==> src/rtl/task_7_stream_arbiter.sv <==
// -----------------------------------------------------------------------------
// task_7_stream_arbiter
//
// Packet-level round-robin arbiter that lets two byte-stream sources share the
// single task-7 input FIFO loader. One source is granted at a time and whole
// packets are forwarded, so packets from the two sources are never interleaved.
// Packets longer than MAX_LEN are cut: beat MAX_LEN is marked tlast downstream
// and the rest of the source packet is consumed and discarded.
//
// Parameters:
//   MAX_LEN  maximum bytes forwarded per packet (>= 2)
//   CNT_W    width of the per-source completed-packet counters
//
// Ports:
//   i_clk, i_rst                       clock, synchronous active-high reset
//   i_s0_tvalid/tdata/tlast, o_s0_tready   source 0 stream
//   i_s1_tvalid/tdata/tlast, o_s1_tready   source 1 stream
//   o_m_tvalid/tdata/tlast, i_m_tready     stream to the input buffer
//   i_m_busy       input buffer busy; holds off new grants only
//   o_grant        one-hot current grant (bit0 = s0), 00 when idle
//   o_trunc        one-cycle pulse in the cycle after a forced-tlast beat
//   o_s0_pkt_cnt, o_s1_pkt_cnt   saturating completed-packet counters
// -----------------------------------------------------------------------------
module task_7_stream_arbiter #(
  parameter int MAX_LEN = 256,
  parameter int CNT_W   = 16
) (
  input  logic             i_clk,
  input  logic             i_rst,
  input  logic             i_s0_tvalid,
  input  logic [7:0]       i_s0_tdata,
  input  logic             i_s0_tlast,
  output logic             o_s0_tready,
  input  logic             i_s1_tvalid,
  input  logic [7:0]       i_s1_tdata,
  input  logic             i_s1_tlast,
  output logic             o_s1_tready,
  output logic             o_m_tvalid,
  output logic [7:0]       o_m_tdata,
  output logic             o_m_tlast,
  input  logic             i_m_tready,
  input  logic             i_m_busy,
  output logic [1:0]       o_grant,
  output logic             o_trunc,
  output logic [CNT_W-1:0] o_s0_pkt_cnt,
  output logic [CNT_W-1:0] o_s1_pkt_cnt
);

  localparam int BC_W = $clog2(MAX_LEN + 1);

  typedef enum logic [1:0] {IDLE, PASS, DROP} state_t;

  state_t            state_reg;
  logic [1:0]        grant_reg;
  logic              ptr_reg;       // 0: s0 wins ties, 1: s1 wins ties
  logic [BC_W-1:0]   byte_cnt_reg;  // beats already forwarded in this packet
  logic              trunc_reg;

  logic              sel;
  logic              sel_tvalid;
  logic [7:0]        sel_tdata;
  logic              sel_tlast;
  logic              in_pass;
  logic              in_drop;
  logic              force_last;
  logic              beat;
  logic              src_ready;
  logic              pick_s1;
  logic [1:0]        req;
  logic [1:0]        pkt_done;

  // Source mux: the grant register selects which source feeds the output.
  assign sel        = grant_reg[1];
  assign sel_tvalid = sel ? i_s1_tvalid : i_s0_tvalid;
  assign sel_tdata  = sel ? i_s1_tdata  : i_s0_tdata;
  assign sel_tlast  = sel ? i_s1_tlast  : i_s0_tlast;

  assign in_pass    = (state_reg == PASS);
  assign in_drop    = (state_reg == DROP);

  // The beat currently offered is number byte_cnt+1; force tlast on beat MAX_LEN.
  assign force_last = (byte_cnt_reg == BC_W'(MAX_LEN - 1));

  assign o_m_tvalid = in_pass & sel_tvalid;
  assign o_m_tdata  = in_pass ? sel_tdata : 8'h00;
  assign o_m_tlast  = in_pass & (sel_tlast | force_last);
  assign beat       = o_m_tvalid & i_m_tready;

  // In DROP the granted source is drained unconditionally.
  assign src_ready   = in_pass ? i_m_tready : in_drop;
  assign o_s0_tready = grant_reg[0] & src_ready;
  assign o_s1_tready = grant_reg[1] & src_ready;

  assign o_grant = grant_reg;
  assign o_trunc = trunc_reg;

  // A packet is complete on its final downstream beat, forced or not.
  assign pkt_done = {2{beat & o_m_tlast}} & grant_reg;

  // Round-robin pick, only meaningful when at least one source requests.
  assign req     = {i_s1_tvalid, i_s0_tvalid};
  assign pick_s1 = ptr_reg ? req[1] : ~req[0];

  always_ff @(posedge i_clk) begin
    if (i_rst) begin
      state_reg    <= IDLE;
      grant_reg    <= 2'b00;
      ptr_reg      <= 1'b0;
      byte_cnt_reg <= '0;
      trunc_reg    <= 1'b0;
    end else begin
      trunc_reg <= 1'b0;
      case (state_reg)
        IDLE: begin
          if (!i_m_busy && (|req)) begin
            grant_reg    <= pick_s1 ? 2'b10 : 2'b01;
            byte_cnt_reg <= '0;
            state_reg    <= PASS;
          end
        end
        PASS: begin
          if (beat) begin
            byte_cnt_reg <= byte_cnt_reg + BC_W'(1);
            if (o_m_tlast) begin
              ptr_reg <= ~sel;
              if (sel_tlast) begin
                // Source tlast wins even when it lands exactly on beat MAX_LEN.
                state_reg <= IDLE;
                grant_reg <= 2'b00;
              end else begin
                state_reg <= DROP;
                trunc_reg <= 1'b1;
              end
            end
          end
        end
        DROP: begin
          if (sel_tvalid && sel_tlast) begin
            state_reg <= IDLE;
            grant_reg <= 2'b00;
          end
        end
        default: begin
          state_reg <= IDLE;
          grant_reg <= 2'b00;
        end
      endcase
    end
  end

  // Per-source saturating packet counters.
  genvar gi;
  generate
    for (gi = 0; gi < 2; gi++) begin : g_cnt
      logic [CNT_W-1:0] cnt_reg;
      always_ff @(posedge i_clk) begin
        if (i_rst) begin
          cnt_reg <= '0;
        end else if (pkt_done[gi] && (cnt_reg != {CNT_W{1'b1}})) begin
          cnt_reg <= cnt_reg + CNT_W'(1);
        end
      end
    end
  endgenerate

  assign o_s0_pkt_cnt = g_cnt[0].cnt_reg;
  assign o_s1_pkt_cnt = g_cnt[1].cnt_reg;

endmodule

==> config.mk <==
export PLATFORM = sky130hd
export DESIGN_NAME = task_7_stream_arbiter
export DESIGN_NICKNAME = d
export VERILOG_FILES = /design/src/rtl/task_7_stream_arbiter.sv
export SDC_FILE = /design/constraint.sdc
export NUM_CORES = 1
export LEC_CHECK = 0
export CAP_MARGIN = 0
export CORE_MARGIN = 2
export CORE_UTILIZATION = 44
export CTS_CLUSTER_SIZE = 16
export DETAILED_ROUTE_END_ITERATION = 6
export PLACE_DENSITY = 0.77
export SYNTH_ARGS = -nofsm -noshare
export SYNTH_HDL_FRONTEND = slang
export SYNTH_SLANG_ARGS = --single-unit
==> constraint.sdc <==
create_clock -name i_clk -period 1.9 [get_ports i_clk]
set_input_delay 0.19 -clock i_clk [delete_from_list [all_inputs] [get_ports i_clk]]
set_output_delay 0.19 -clock i_clk [all_outputs]
set_load 0.1 [all_outputs]
**Run 1: placement view**

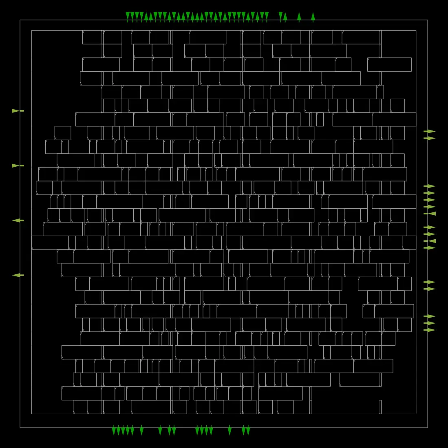
Filler Cell Count: 443
Flops: 47
fin cells: 465
standard-cell rows: 28
Tapcell Cnt: 75

**Run 1: sequential cells grouped by signal name**

Bar = 20 microns. Other sequential cells in the stronger gray, the rest of the logic in the fainter gray.
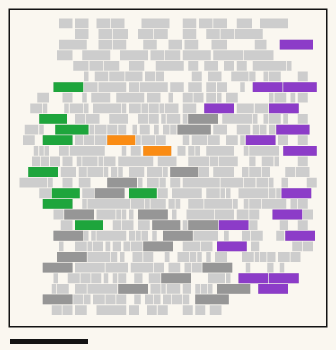
- o_s0_pkt_cnt: purple (sequential cells 16)
- state_reg: orange (sequential cells 2)
- byte_cnt_reg: green (sequential cells 9; where middle left)

**Run 1: placement by cell class**

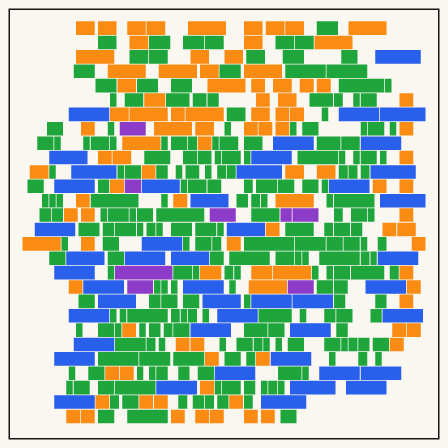
- registers: blue (cells 47)
- remaining buffers and delay cells: orange (cells 98)
- remaining logic cells: green (cells 237)
- clock drivers and dummy loads: purple (cells 8)

**Run 1: met3 routing**

Bar = 20 microns.
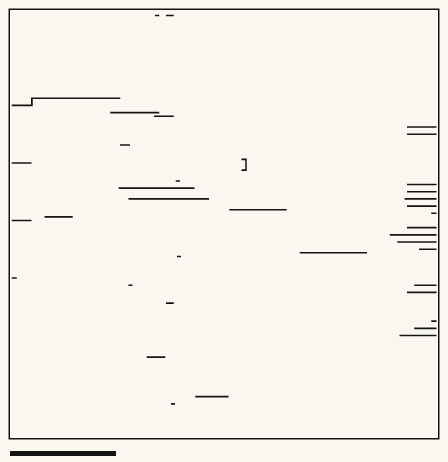
- nets with wire on the layer: 30
- main direction: horizontal

==> impl_metrics.tcl, run 1 <==
# collected from the flow reports
set metrics [dict create \
    status "finished, violations left" \
    violations "setup timing" \
    hold_viol 0 \
    chipArea_sq_um 6550 \
    cp_max_fo 5 \
    cp-start-kind "flip-flop" \
    slew_headroom_pct 73.6 \
    fp.dieW_microns 80.9 \
    setup_viol 5 \
    layout_setup_ws_ns -0.0470 \
    hp-class "flip-flop to flip-flop" \
    critical_path_required_ns 2.10 \
    avgSynthCellArea_sq_um 8.77 \
    io_buffers 70 \
    top_cell "nor2_1" \
    ff_type "dfxtp_1" \
    chipHeight_microns 80.9 \
    synth-async-reset-ratio_pct 0 \
    clk_latency_ns 0.31 \
    drc 0 \
]
-- run 1: power by group --
part | internal, mW | leakage [nW] | switching [mW]
Clock | 0.398 | 0.0591 | 0.364
Sequential | 0.981 | 0.401 | 0.0107
Combinational | 0.182 | 0.988 | 0.263
Total | 1.56 | 1.45 | 0.638
-- run 1: per-layer routing --
layer | routed length, microns | share of wire [%] | vias to the layer above | GRT usage (%)
met5 | 0 | 0 | - | 0
met4 | 114 | 1.7 | 0 | 6.10
met3 | 193 | 2.8 | 13 | 3.67
met2 | 3540 | 51 | 45 | 36.4
met1 | 3060 | 44 | 1206 | 27.5
li1 | - | - | 1224 | -
-- run 1: stage by stage --
step / setup WS (ns) / TNS [ns] / util (%) / hold WS (ns) / power [mW]
after floorplan: 0.00197 / 0 / - / 0.409 / 1.28
after global placement: -0.0559 / -0.365 / 64.4 / 0.491 / 1.45
after detailed placement: -0.105 / -1.16 / 64.4 / 0.499 / 1.45
after CTS: -0.0300 / -0.145 / 68.1 / 0.520 / 2.20
after global routing: -0.105 / -1.26 / 70.1 / 0.542 / 2.29
final: -0.0470 / -0.160 / 70.1 / 0.511 / 2.20
-- run 1: final timing paths --
| path | cells past startpoint | slack (ns) | endpoint | startpoint |
|---|---|---|---|---|
| min | 2 | 0.51 | o_s1_pkt_cnt[9] | o_s1_pkt_cnt[9] |
| max | 9 | -0.05 | o_s0_pkt_cnt[2] | byte_cnt_reg[0] |
| max reg2reg | 9 | -0.05 | o_s0_pkt_cnt[2] | byte_cnt_reg[0] |
| min reg2reg | 2 | 0.51 | o_s1_pkt_cnt[9] | o_s1_pkt_cnt[9] |
-- run 1: cells by family after synthesis --
family,count (synthesis),synth area share (%)
XOR/XNOR,34,11.4
multiplexers,13,5.24
AND/OR/NAND/NOR,155,34.1
buffers and inverters,19,3.84
flip-flops,47,36.1
AND-OR/OR-AND,25,7.40
adder cells (fa/ha/maj),4,1.92
-- run 1: worst reg2reg max path, cell delays in order, from the launching register on --
cell       delay, ns
dfxtp_2         0.37
ha_4            0.15
and3_4          0.17
and3_4          0.19
ha_4            0.20
o2111ai_4       0.16
buf_4           0.20
nor3_2          0.19
xnor2_1         0.15
nor2_1          0.06
-- run 1: layout make-up --
cell class / count / area (sq um)
repair buffers: 98 / 1000
well taps: 75 / 93.8
inverters: 6 / 22.5
flip-flops and latches: 47 / 1010
multi-input cells: 231 / 1830
clock buffers: 5 / 68.8
clock inverters: 3 / 45.0
fillers: 443 / 1740
-- run 1: repair_timing --
| item | 4_1_cts | 5_1_grt |
|---|---|---|
| buffers inserted | 1 | 3 |
| gates resized | 20 | 16 |
| pin swaps | 17 | 15 |
| cloned | 0 | 0 |
| endpoints found under the setup margin | 19 | 36 |
==> run 1 -> run 2 <==
--- a/config.mk
+++ b/config.mk
@@ -10,6 +10,7 @@
 export CORE_UTILIZATION = 44
 export CTS_CLUSTER_SIZE = 16
 export DETAILED_ROUTE_END_ITERATION = 6
+export HOLD_SLACK_MARGIN = 0.12
 export PLACE_DENSITY = 0.77
 export SYNTH_ARGS = -nofsm -noshare
 export SYNTH_HDL_FRONTEND = slang
**Run 2: placement by cell class**

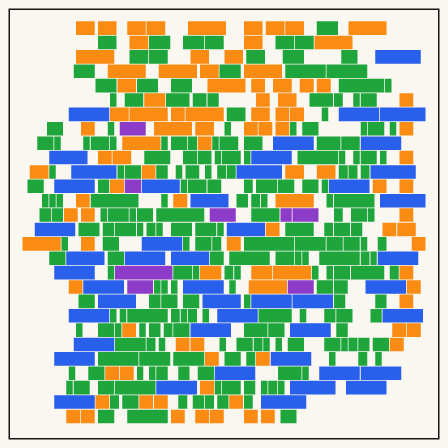
- remaining logic cells: green (cells 237)
- registers: blue (cells 47)
- remaining buffers and delay cells: orange (cells 98)
- clock drivers and dummy loads: purple (cells 8)

==> run 2 against run 1 <==
  * The run still ends with setup timing left
  * Die size is the same
  * Total power is the same
  * Wire length is the same
  * Design area is the same
  * Count of clock-buffer cells in the layout is the same
  * Clock skew is the same
  * Synthesized cell count is the same
  * Flip-flop count is the same
  * Largest cell class unchanged
  * Largest power group unchanged
==> impl_metrics.tcl, run 2 <==
# collected from the flow reports
set metrics [dict create \
    nFillCells 443 \
    layout.cells.non_filler 465 \
    finalCoreUtilization_pct 70.1 \
    status "finished, violations left" \
    synth-async-reset-ratio_pct 0 \
    hold_start "o_s1_pkt_cnt[9]" \
    clockBufferDepth 2 \
    logic_area_sq_um 1830 \
    total_power_mw 2.20 \
    avgSynthCellArea_sq_um 8.77 \
    drtPass1Iterations 4 \
    top_cell "nor2_1" \
    synth_cells 297 \
    setup_viol 5 \
    io_buffers 70 \
    hold_viol 0 \
    hp-class "flip-flop to flip-flop" \
    violations "setup timing" \
    regArea_sq_um 1010 \
    wl_met1_microns 3060 \
    area_leaders "dfxtp_1, nor2_1, xnor2_1" \
    met2WireLength_microns 3540 \
    fp.dieW_microns 80.9 \
    timing.hold.ws_ns 0.511 \
    clk_latency_ns 0.31 \
    top_area_cell "dfxtp_1" \
    r2r-start "byte_cnt_reg[0]" \
    slew_headroom_pct 73.6 \
    p_per_area_nw_per_um2 539 \
    drc 0 \
    core.rowCount 28 \
    core_area_sq_um 5820 \
    rr_worst_depth 9 \
    setup_tns_ns -0.160 \
    chipHeight_microns 80.9 \
    ys_area_sq_um 2600 \
    critical_path_required_ns 2.10 \
    wire_per_inst_microns 14.8 \
    layout_setup_ws_ns -0.0470 \
    whs_endpoint "o_s1_pkt_cnt[9]" \
    chipArea_sq_um 6550 \
    ff_type "dfxtp_1" \
    reg2reg_slack_ns -0.05 \
    route.met3.wl_microns 193 \
    r2r-end "o_s0_pkt_cnt[2]" \
    cp-start-kind "flip-flop" \
    highest_layer "met4" \
    cp_max_fo 5 \
]
**Run 2: cell area per tile**

8 x 8 tiles, from white (low) to dark blue (high), 0 to 100% covered.
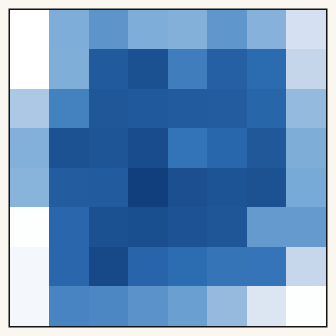
- nearly empty tiles: 6.2%
- tiles over 75% full: 45%
- densest ninth of the die: center
- fullest tile: 94%
- mean over tiles: 61%

run 2: cell counts in the layout (fill, tap and decap cells not counted):
Identical to the previous run, type by type.
run 2: per-stage QoR:
step / setup slack [ns] / cell area [sq um]
6_report: -0.0470 / 4080
5_1_grt: -0.105 / 4080
4_1_cts: -0.0300 / 3960
3_5_place_dp: -0.105 / 3740
3_3_place_gp: -0.0559 / 3740
2_1_floorplan: 0.00197 / 2760
run 2: critical path, stage by stage, from the launching register on:
cell       delay (ns)
dfxtp_2          0.37
ha_4             0.14
and3_4           0.17
and3_4           0.19
ha_4             0.20
o2111ai_4        0.16
buf_4            0.20
nor3_2           0.19
xnor2_1          0.15
nor2_1           0.06
run 2: logic make-up after synthesis:
| family | synth area share (%) |
|---|---|
| multiplexers | 5.24 |
| flip-flops | 36.1 |
| AND-OR/OR-AND | 7.40 |
| adder cells (fa/ha/maj) | 1.92 |
| XOR/XNOR | 11.4 |
| AND/OR/NAND/NOR | 34.1 |
| buffers and inverters | 3.84 |
run 2: worst max path at each step:
stage / endpoint / startpoint / cells past startpoint
final: o_s0_pkt_cnt[2] / byte_cnt_reg[0] / 9
after global routing: o_s0_pkt_cnt[7] / byte_cnt_reg[4] / 9
after CTS: o_s1_pkt_cnt[8] / byte_cnt_reg[3] / 9
after detailed placement: o_s0_pkt_cnt[8] / byte_cnt_reg[0] / 9
after global placement: o_s1_pkt_cnt[15] / byte_cnt_reg[1] / 9
after floorplan: o_s0_pkt_cnt[9] / byte_cnt_reg[0] / 9
run 2: metal layers:
layer	track usage [%]	vias up
met3	3.67	13
met2	36.4	45
met5	0	-
li1	-	1224
met1	27.5	1206
met4	6.10	0
run 2: final cells by class:
type / count / share of cell area (%)
clock buffer: 5 / 1.69
clock inverter: 3 / 1.10
inverter: 6 / 0.552
multi-input combinational: 231 / 45.0
sequential: 47 / 24.8
tap: 75 / 2.30
timing repair buffer: 98 / 24.6
run 2: where the power goes:
part           total (mW)  internal, mW  switching, mW  leakage (nW)
combinational       0.445         0.182          0.263         0.988
clock               0.762         0.398          0.364        0.0591
sequential          0.992         0.981         0.0107         0.401
total                2.20          1.56          0.638          1.45
run 2: what timing repair did:
action	CTS	global route
endpoints found under the hold margin	0	0
hold buffers	0	0
setup endpoints to repair	19	36
resized	20	16
setup buffers	1	3
pin swaps	17	15
Power is estimated from default activity; no workload was simulated.
